--- src/rtl/button_pkg.sv ---
`default_nettype none
// ============================================================================
// button_pkg : shared FSM state type and counter-width helper for key channels
// Rev 1.0
// ============================================================================
package button_pkg;

  typedef enum logic [1:0] {
    IDLE   = 2'd0,
    PRESS  = 2'd1,
    HOLD   = 2'd2,
    REPEAT = 2'd3
  } btn_state_t;

  // Bits needed to hold values 0..max_val, never less than one bit.
  function automatic int cnt_width(input int max_val);
    return (max_val < 1) ? 1 : $clog2(max_val + 1);
  endfunction

endpackage
`default_nettype wire

--- src/rtl/button_pulse_channel.sv ---
`default_nettype none
// ============================================================================
// button_pulse_channel : synchroniser, debouncer and press/repeat/release FSM
// Rev 1.0
// ============================================================================
module button_pulse_channel
  import button_pkg::*;
#(
  parameter int SYNC_STAGES     = 2,
  parameter int DEBOUNCE_CYCLES = 4,
  parameter int REPEAT_DELAY    = 16,
  parameter int REPEAT_PERIOD   = 8,
  parameter int ACTIVE_LOW      = 1
) (
  input  logic Clk,
  input  logic ResetN,
  input  logic i_bi,
  input  logic i_repeat_en,
  output logic o_level,
  output logic o_bo,
  output logic o_bo_rel
);

  localparam int C_RC_MAX = (REPEAT_DELAY > REPEAT_PERIOD) ? REPEAT_DELAY : REPEAT_PERIOD;
  localparam int C_RC_W   = cnt_width(C_RC_MAX);
  localparam int C_DB_W   = cnt_width(DEBOUNCE_CYCLES);

  localparam logic [C_DB_W-1:0] c_DB_LAST  = C_DB_W'(DEBOUNCE_CYCLES - 1);
  localparam logic [C_RC_W-1:0] c_RC_ARM   = C_RC_W'(REPEAT_DELAY - 2);
  localparam logic [C_RC_W-1:0] c_RC_SAT   = C_RC_W'(REPEAT_DELAY - 1);
  localparam logic [C_RC_W-1:0] c_RC_PLAST = C_RC_W'(REPEAT_PERIOD - 1);

  logic                   w_p;
  logic                   w_s;
  logic [SYNC_STAGES-1:0] r_sync;
  logic [C_DB_W-1:0]      r_db_cnt;
  logic                   r_level;
  btn_state_t             r_state;
  logic [C_RC_W-1:0]      r_rc;
  logic                   r_bo;
  logic                   r_bo_rel;

  assign w_p = i_bi ^ (ACTIVE_LOW != 0);
  assign w_s = r_sync[SYNC_STAGES-1];

  always_ff @(posedge Clk) begin
    if (!ResetN) begin
      r_sync   <= '0;
      r_db_cnt <= '0;
      r_level  <= 1'b0;
    end else begin
      r_sync <= {r_sync[SYNC_STAGES-2:0], w_p};
      if (w_s != r_level) begin
        if (r_db_cnt == c_DB_LAST) begin
          r_level  <= w_s;
          r_db_cnt <= '0;
        end else begin
          r_db_cnt <= r_db_cnt + 1'b1;
        end
      end else begin
        r_db_cnt <= '0;
      end
    end
  end

  // Release is tested first in every held state so it always beats a due repeat.
  always_ff @(posedge Clk) begin
    if (!ResetN) begin
      r_state  <= IDLE;
      r_rc     <= '0;
      r_bo     <= 1'b0;
      r_bo_rel <= 1'b0;
    end else begin
      r_bo     <= 1'b0;
      r_bo_rel <= 1'b0;
      case (r_state)
        IDLE: begin
          if (r_level) begin
            r_state <= PRESS;
            r_bo    <= 1'b1;
          end
        end
        PRESS: begin
          r_rc <= '0;
          if (r_level) begin
            r_state <= HOLD;
          end else begin
            r_state  <= IDLE;
            r_bo_rel <= 1'b1;
          end
        end
        HOLD: begin
          if (!r_level) begin
            r_state  <= IDLE;
            r_bo_rel <= 1'b1;
          end else if (i_repeat_en && (r_rc >= c_RC_ARM)) begin
            r_state <= REPEAT;
            r_bo    <= 1'b1;
            r_rc    <= '0;
          end else if (r_rc < c_RC_SAT) begin
            r_rc <= r_rc + 1'b1;
          end
        end
        REPEAT: begin
          if (!r_level) begin
            r_state  <= IDLE;
            r_bo_rel <= 1'b1;
          end else if (!i_repeat_en) begin
            // Parked saturated so re-enabling repeats on the very next cycle.
            r_state <= HOLD;
            r_rc    <= c_RC_SAT;
          end else if (r_rc == c_RC_PLAST) begin
            r_bo <= 1'b1;
            r_rc <= '0;
          end else begin
            r_rc <= r_rc + 1'b1;
          end
        end
        default: r_state <= IDLE;
      endcase
    end
  end

  assign o_level  = r_level;
  assign o_bo     = r_bo;
  assign o_bo_rel = r_bo_rel;

endmodule
`default_nettype wire

--- src/rtl/button_pulse_array.sv ---
`default_nettype none
// ============================================================================
// button_pulse_array : N_CH independent debounced key channels with auto-repeat
// Rev 1.0
// ============================================================================
module button_pulse_array
  import button_pkg::*;
#(
  parameter int N_CH            = 4,
  parameter int SYNC_STAGES     = 2,
  parameter int DEBOUNCE_CYCLES = 4,
  parameter int REPEAT_DELAY    = 16,
  parameter int REPEAT_PERIOD   = 8,
  parameter int ACTIVE_LOW      = 1
) (
  input  logic            Clk,
  input  logic            ResetN,
  input  logic [N_CH-1:0] Bi,
  input  logic [N_CH-1:0] RepeatEn,
  output logic [N_CH-1:0] Level,
  output logic [N_CH-1:0] Bo,
  output logic [N_CH-1:0] BoRel
);

  for (genvar g = 0; g < N_CH; g++) begin : g_ch
    button_pulse_channel #(
      .SYNC_STAGES    (SYNC_STAGES),
      .DEBOUNCE_CYCLES(DEBOUNCE_CYCLES),
      .REPEAT_DELAY   (REPEAT_DELAY),
      .REPEAT_PERIOD  (REPEAT_PERIOD),
      .ACTIVE_LOW     (ACTIVE_LOW)
    ) u_ch (
      .Clk        (Clk),
      .ResetN     (ResetN),
      .i_bi       (Bi[g]),
      .i_repeat_en(RepeatEn[g]),
      .o_level    (Level[g]),
      .o_bo       (Bo[g]),
      .o_bo_rel   (BoRel[g])
    );
  end

endmodule
`default_nettype wire

--- config.mk ---
export PLATFORM = sky130hd
export DESIGN_NAME = button_pulse_array
export DESIGN_NICKNAME = d
export VERILOG_FILES = /design/src/rtl/button_pkg.sv /design/src/rtl/button_pulse_channel.sv /design/src/rtl/button_pulse_array.sv
export SDC_FILE = /design/constraint.sdc
export NUM_CORES = 1
export LEC_CHECK = 0
export ABC_AREA = 0
export CAP_MARGIN = 20
export CORE_UTILIZATION = 49
export CTS_BUF_LIST = sky130_fd_sc_hd__clkbuf_8
export CTS_CLUSTER_DIAMETER = 120
export DETAILED_ROUTE_END_ITERATION = 10
export HOLD_SLACK_MARGIN = 0.06
export PLACE_DENSITY_LB_ADDON = 0.3
export SETUP_SLACK_MARGIN = 0.4
export SYNTH_ARGS = -nofsm -noshare
export SYNTH_HDL_FRONTEND = slang
export SYNTH_SLANG_ARGS = --single-unit
--- constraint.sdc ---
create_clock -name Clk -period 1.9 [get_ports Clk]
set_input_delay 0.285 -clock Clk [delete_from_list [all_inputs] [get_ports Clk]]
set_output_delay 0.285 -clock Clk [all_outputs]
set_load 0.05 [all_outputs]
==> images/layer_met2.png <==
Cells faint in the background.
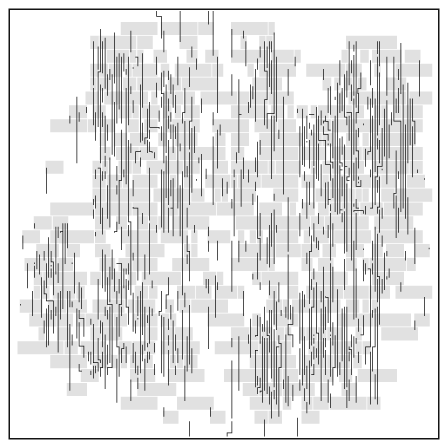
longest straight run: 28.9 um
nets with wire on the layer: 363
main direction: vertical
wire length on this layer: 3,340 um
share of all routed wire: 49%

==> images/flops_by_reg.png <==
Other sequential cells in the stronger grey, the rest of the logic in the fainter grey.
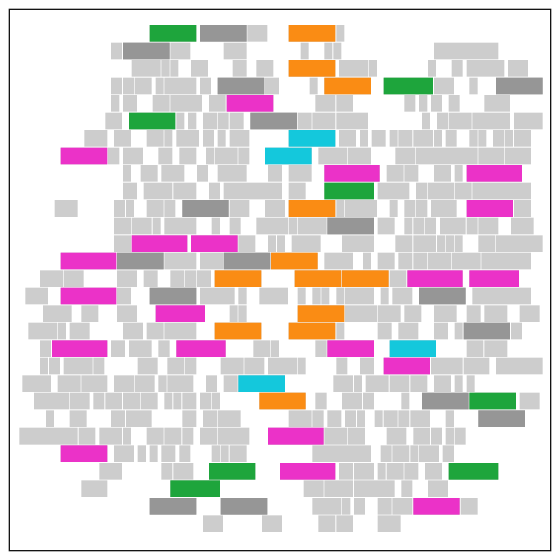
| colour | signal | flops |
|---|---|---|
| orange | g_ch.u_ch.r_db_cnt | 12 |
| green | g_ch.u_ch.r_state | 8 |
| magenta | g_ch.u_ch.r_rc | 20 |
| cyan | g_ch.u_ch.o_level | 4 |

==> impl_metrics.yaml <==
# synthesis and place-and-route metrics
worst_setup_path:
  path_class: "reg -> reg"
  slowest_stage: "dfxtp_2"
cells_and_area:
  inv_count: 24
  sh_comb_area_pct: 48.8
  num-nonclk-buffers: 47
  final_area_um2: 4020
  num-fill-cells: 544
  seqCellArea_um2: 1240
  largest_cell_class: "logic gates"
yosys:
  syn_avg_cell_area_um2: 8.76
  yosysCellCount: 375
  postSynthCellCount: 375
  synthMuxAreaShare_pct: 2.13
  synth_top_cell_by_count: "dfxtp_1"
global_routing:
  globalRoute.busiestLayer: "met2"
status:
  status: "complete, but fails checks"
  violations: "DRC"
die:
  fp.coreArea_um2: 6420
  die_w_um: 83.9
detailed_routing:
  drc_errors: 1
  wire_per_inst_um: 14.3
sta:
  fin_crit_sh_pct: 80.1
